$ cat config.mk
export PLATFORM = sky130hd
export DESIGN_NAME = fb_pixel_writer
export DESIGN_NICKNAME = d
export VERILOG_FILES = /design/src/rtl/fb_pixel_writer.sv
export SDC_FILE = /design/constraint.sdc
export NUM_CORES = 1
export LEC_CHECK = 0
export ABC_AREA = 0
export CAP_MARGIN = 30
export CORE_MARGIN = 10
export CORE_UTILIZATION = 31
export DETAILED_ROUTE_END_ITERATION = 8
export PLACE_DENSITY = 0.54
export SLEW_MARGIN = 10
export SYNTH_ARGS = -nofsm -noshare
export SYNTH_HDL_FRONTEND = slang
export SYNTH_SLANG_ARGS = --single-unit
$ cat constraint.sdc
create_clock -name clk -period 7.4 [get_ports clk]
set_input_delay 1.85 -clock clk [delete_from_list [all_inputs] [get_ports clk]]
set_output_delay 1.85 -clock clk [all_outputs]
set_load 0.05 [all_outputs]
$ cat src/rtl/fb_pixel_writer.sv
// Frame-buffer pixel writer: buffers painted pixels in a small FIFO and writes each one
// to the frame-buffer RAM at its row-major address through a req/gnt arbiter.
module fb_pixel_writer #(
  parameter int X_W        = 6,
  parameter int Y_W        = 6,
  parameter int DATA_W     = 8,
  parameter int FB_COLS    = 64,
  parameter int ADDR_W     = 12,
  parameter int FIFO_DEPTH = 4
) (
  input  logic              clk,
  input  logic              rst,
  input  logic              paint,
  input  logic [DATA_W-1:0] px_data,
  input  logic [X_W-1:0]    in_x,
  input  logic [Y_W-1:0]    in_y,
  input  logic              clr_err,
  output logic              mem_req,
  input  logic              mem_gnt,
  output logic              mem_we,
  output logic [ADDR_W-1:0] mem_addr,
  output logic [DATA_W-1:0] mem_wdata,
  output logic              full,
  output logic              idle,
  output logic              overflow,
  output logic              oob
);

  localparam int PTR_W = $clog2(FIFO_DEPTH);
  localparam int CNT_W = PTR_W + 1;

  typedef enum logic [1:0] {S_IDLE, S_REQ, S_WRITE} state_t;

  logic [ADDR_W-1:0] addr_mem [FIFO_DEPTH];
  logic [DATA_W-1:0] data_mem [FIFO_DEPTH];

  state_t            state_q, state_d;
  logic [PTR_W-1:0]  wr_ptr_q, wr_ptr_d;
  logic [PTR_W-1:0]  rd_ptr_q, rd_ptr_d;
  logic [CNT_W-1:0]  count_q, count_d;
  logic [ADDR_W-1:0] mem_addr_q, mem_addr_d;
  logic [DATA_W-1:0] mem_wdata_q, mem_wdata_d;
  logic              mem_req_q, mem_req_d;
  logic              mem_we_q, mem_we_d;
  logic              full_q, full_d;
  logic              idle_q, idle_d;
  logic              overflow_q, overflow_d;
  logic              oob_q, oob_d;

  logic              x_in_range;
  logic              fifo_full;
  logic              push;
  logic              pop;
  logic              load_head;
  logic [ADDR_W-1:0] push_addr;
  logic [ADDR_W-1:0] head_addr;
  logic [DATA_W-1:0] head_data;

  always_comb begin
    x_in_range = 32'(in_x) < 32'(FB_COLS);
    fifo_full  = count_q == CNT_W'(FIFO_DEPTH);
    push       = paint && x_in_range && !fifo_full;
    pop        = state_q == S_WRITE;
    // Multiply at full width, then keep only the low ADDR_W bits.
    push_addr  = ADDR_W'(32'(in_y) * 32'(FB_COLS) + 32'(in_x));

    wr_ptr_d = push ? wr_ptr_q + PTR_W'(1) : wr_ptr_q;
    rd_ptr_d = pop  ? rd_ptr_q + PTR_W'(1) : rd_ptr_q;
    count_d  = count_q + CNT_W'(push) - CNT_W'(pop);

    state_d = state_q;
    case (state_q)
      S_IDLE:  if (count_q != '0) state_d = S_REQ;
      S_REQ:   if (mem_gnt) state_d = S_WRITE;
      S_WRITE: state_d = (count_d != '0) ? S_REQ : S_IDLE;
      default: state_d = S_IDLE;
    endcase

    // The next head may be the entry being pushed on this very edge.
    if (push && (wr_ptr_q == rd_ptr_d)) begin
      head_addr = push_addr;
      head_data = px_data;
    end else begin
      head_addr = addr_mem[rd_ptr_d];
      head_data = data_mem[rd_ptr_d];
    end

    load_head   = (state_d == S_REQ) && (state_q != S_REQ);
    mem_addr_d  = load_head ? head_addr : mem_addr_q;
    mem_wdata_d = load_head ? head_data : mem_wdata_q;

    mem_req_d  = state_d != S_IDLE;
    mem_we_d   = state_d == S_WRITE;
    full_d     = count_d == CNT_W'(FIFO_DEPTH);
    idle_d     = (count_d == '0) && (state_d == S_IDLE);
    overflow_d = (paint && x_in_range && fifo_full) || (overflow_q && !clr_err);
    oob_d      = (paint && !x_in_range) || (oob_q && !clr_err);
  end

  always_ff @(posedge clk) begin
    if (push) begin
      addr_mem[wr_ptr_q] <= push_addr;
      data_mem[wr_ptr_q] <= px_data;
    end
  end

  always_ff @(posedge clk or posedge rst) begin
    if (rst) begin
      state_q     <= S_IDLE;
      wr_ptr_q    <= '0;
      rd_ptr_q    <= '0;
      count_q     <= '0;
      mem_addr_q  <= '0;
      mem_wdata_q <= '0;
      mem_req_q   <= 1'b0;
      mem_we_q    <= 1'b0;
      full_q      <= 1'b0;
      idle_q      <= 1'b1;
      overflow_q  <= 1'b0;
      oob_q       <= 1'b0;
    end else begin
      state_q     <= state_d;
      wr_ptr_q    <= wr_ptr_d;
      rd_ptr_q    <= rd_ptr_d;
      count_q     <= count_d;
      mem_addr_q  <= mem_addr_d;
      mem_wdata_q <= mem_wdata_d;
      mem_req_q   <= mem_req_d;
      mem_we_q    <= mem_we_d;
      full_q      <= full_d;
      idle_q      <= idle_d;
      overflow_q  <= overflow_d;
      oob_q       <= oob_d;
    end
  end

  assign mem_req   = mem_req_q;
  assign mem_we    = mem_we_q;
  assign mem_addr  = mem_addr_q;
  assign mem_wdata = mem_wdata_q;
  assign full      = full_q;
  assign idle      = idle_q;
  assign overflow  = overflow_q;
  assign oob       = oob_q;

endmodule

**Run 1: met1 routing**

The bar under the picture is 50 um long. Supply wires on this layer in grey.
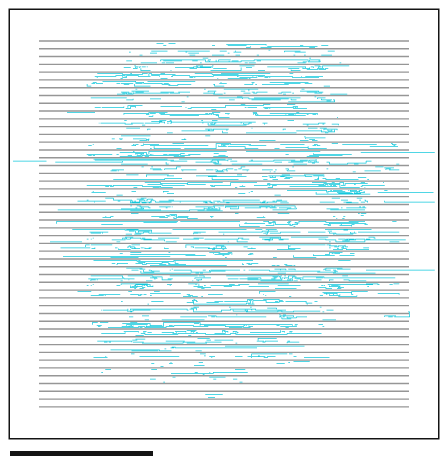
wire length on this layer = 5,210 um
main direction = horizontal
via count: 3,265
wirelength, routed: 11.8 mm

**Run 1: M2 wires**

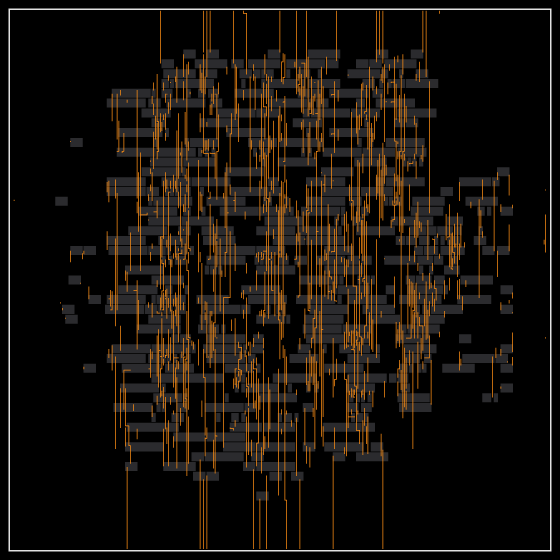
main direction = vertical
nets with wire on the layer = 400
longest straight run = 70.7 um
share of all routed wire = 49%
wire length on this layer = 5,780 um

==> run_results.csv, run 1 <==
group,metric,value,unit
drt,routed-wl-met2,5.78,mm
status,status,"completed",
cells_and_area,clk_share,9.73,%
critical_path,crit_cells,12,
synthesis,top_area_share,46.2,%
clock_tree,ctsHoldBuffers,0,
synthesis,ys_sh_adder,1.83,%
job,warning_count,29,
critical_path,path_cells,"clkdlybuf4s50_1, nand2_1, ha_1, inv_1, ha_1, fa_1, xnor3_1, nor3_1, a211oi_4, buf_4, nor2_1, a31oi_1",
placement,port_buffers,50,
critical_path,startpoint_type,"input port",
cells_and_area,largest_reg_flops,48,
drt,drc_errors,0,
placement,place_ws,2.54,ns
clock_tree,cts-resized-gates,0,
synthesis,common_cells,"102 x nor2_1, 80 x edfxtp_1, 34 x dfrtp_1",
clock_tree,cts.sinks,115,
cells_and_area,buffers_excl_clock,60,
cells_and_area,final_layout_size_suffix_gt1_share,14.8,%
cells_and_area,fillerInstances,1503,
synthesis,synthMuxAreaShare,12.9,%
pwr,cellInternalPower,2.01,mW
critical_path,crit_buf_inv,3,
sta,fin_ws,2.97,ns
critical_path,critPathArrivalTime,4.69,ns
hold_path,min_from,"oob$_DFF_PP0_",
critical_path,reg2reg_depth,11,
placement,placed_cell_area,5940,sq um
global_route,grt_busiest_layer,"met2",
floorplanning,die_w,150,um
**Run 1: M3 wires**

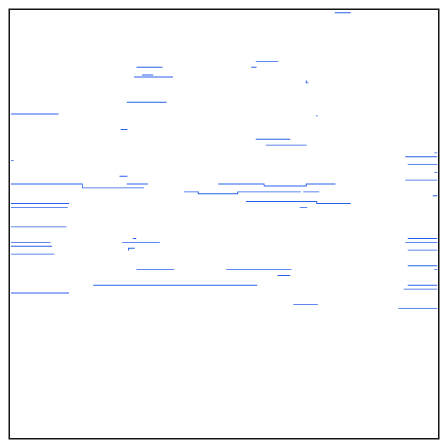
longest straight run = 57.0 um
nets with wire on the layer = 35
share of all routed wire = 5.4%
met3 GRT Util: 3.53%

==> run 2, diff against run 1 <==
Settings changed: PLACE_DENSITY 0.54 to 0.55.
Clock period 7.4 ns to 4 ns, I/O delays scaled along.
==> run 2 against run 1 <==
Utilization is 0.58 points higher. Clock-buffer cell count is 1 higher. Clock skew is 0.010 ns higher. Critical endpoint is now mem_wdata[3]$_DFFE_PP0P_. Sequential share of layout area is 0.72 points lower. First-iteration DRC count is 8.5% lower. Final cell count is 1.0% higher. Critical path type unchanged. Clock power is 95% higher. Largest cell class unchanged. Non-clock buffer count is 6 higher. Register-to-register slack worse by 3.2 ns.
==> run_results.csv, run 2 <==
group,metric,value,unit
critical_path,reg2reg_depth,12,
sta,setup_viol,0,
critical_path,crit_cells,12,
job,warning_count,29,
cells_and_area,fillerInstances,1524,
pwr,swShare,35.7,%
pwr,cellInternalPower,3.88,mW
pwr,top_power_group,"combinational cells",
status,status,"completed",
floorplanning,die_h,150,um
clock_tree,ctsHoldBuffers,0,
cells_and_area,buffers_excl_clock,66,
drt,firstDrtPassIters,4,
cells_and_area,largest_reg_flops,48,
synthesis,top_cells_by_area,"edfxtp_1 46%, dfrtp_1 16%, mux4_2 8.7%",
clock_tree,cts.sinks,115,
placement,place_ws,0.200,ns
critical_path,path_cells,"clkdlybuf4s50_1, nand2_1, ha_1, inv_1, ha_1, fa_1, xnor3_1, nor3_1, a211oi_4, buf_12, nor2_1, a31oi_1",
clock_tree,cts-resized-gates,0,
critical_path,critPathArrivalTime,3.68,ns
clock_tree,clockBufferDepth,2,
pwr,p_seq,1.85,mW
critical_path,critical_path_class,"input port to flop",
drt,routed-wl-met2,5.67,mm
floorplanning,ios,51,
critical_path,crit_buf_inv,3,
placement,port_buffers,50,
drt,drc_errors,0,
cells_and_area,clk_share,10.0,%
sta,fin_ws,0.602,ns
synthesis,common_cells,"102 x nor2_1, 80 x edfxtp_1, 34 x dfrtp_1",
synthesis,top_area_share,46.2,%
placement,placed_cell_area,6010,sq um
critical_path,startpoint_type,"input port",
floorplanning,die_w,150,um
global_route,grt_busiest_layer,"met2",
floorplanning,initCoreUtil,31.5,%
cells_and_area,final_layout_size_suffix_gt1_share,15.3,%
hold_path,min_from,"oob$_DFF_PP0_",
global_route,grt_max_degree,46,
synthesis,synthMuxAreaShare,12.9,%
**Run 2: M4 wires**

Supply wires on this layer in grey.
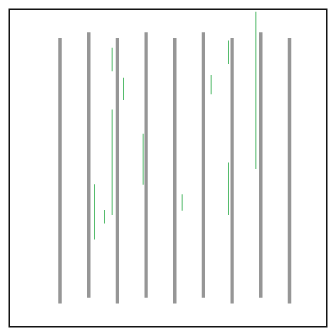
longest straight run = 74.1 um
share of all routed wire = 2.2%
nets with wire on the layer = 5

**Run 2: M3 wires**

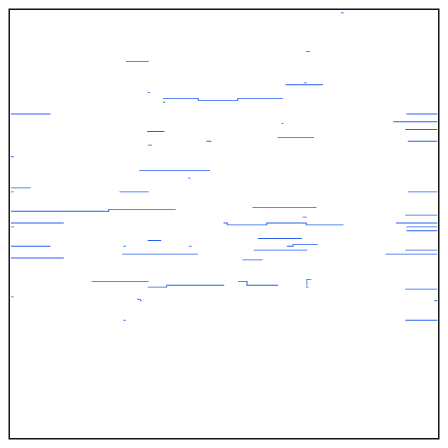
main direction = horizontal
longest straight run = 34.0 um
nets with wire on the layer = 34
via count: 3,305
wirelength, routed: 11.7 mm
met3 GRT Util: 4.05%

==> run 3, diff against run 2 <==
Clock period 4 ns to 2.9 ns, I/O delays scaled along.
==> run 3 against run 2 <==
Non-clock buffer count up 15. Synthesized area did not move. Register-to-register slack lost 0.86 ns. Critical path type is now flop to flop. Highest routed layer unchanged. Via count grew 1.5%.
==> run_results.csv, run 3 <==
group,metric,value,unit
drt,drc_errors,0,
sta,setup_viol,0,
synthesis,top_cells_by_area,"edfxtp_1 46%, dfrtp_1 16%, mux4_2 8.7%",
critical_path,reg2reg_depth,12,
sta,fin_ws,0.0765,ns
cells_and_area,clk_share,9.35,%
critical_path,path_cells,"or3b_4, nand2_4, ha_4, inv_1, ha_2, fa_2, nor3_2, a211oi_4, buf_12, buf_12, buf_16, a31oi_1",
critical_path,crit_buf_inv,4,
placement,place_ws,-0.470,ns
drt,vias,3355,
cells_and_area,largest_reg_flops,48,
drt,firstDrtPassIters,4,
synthesis,top_area_share,46.2,%
floorplanning,initCoreUtil,31.5,%
critical_path,crit_cells,12,
status,status,"completed",
clock_tree,cts.sinks,115,
floorplanning,die_w,150,um
pwr,top_power_group,"combinational cells",
floorplanning,die_h,150,um
critical_path,critical_path_class,"flop to flop",
clock_tree,clockBufferDepth,2,
critical_path,startpoint_type,"flop",
clock_tree,ctsHoldBuffers,0,
synthesis,ys_sh_adder,1.83,%
clock_tree,cts-resized-gates,10,
pwr,p_seq,2.50,mW
**Run 3: routing congestion map**

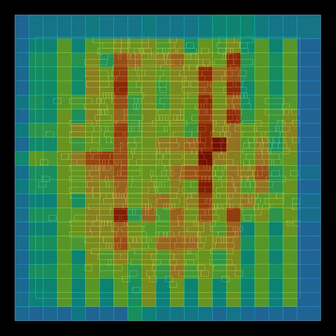
grt peak-use layer: met2
met3 GRT Util: 3.96%

**Run 3: met1 routing**

The bar under the picture is 50 um long. Supply wires on this layer in grey.
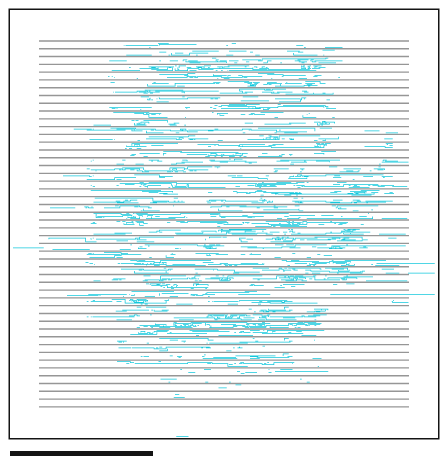
longest straight run = 36.3 um
share of all routed wire = 43%
wire length on this layer = 5,160 um
main direction = horizontal

Power and IR drop assume default switching activity.
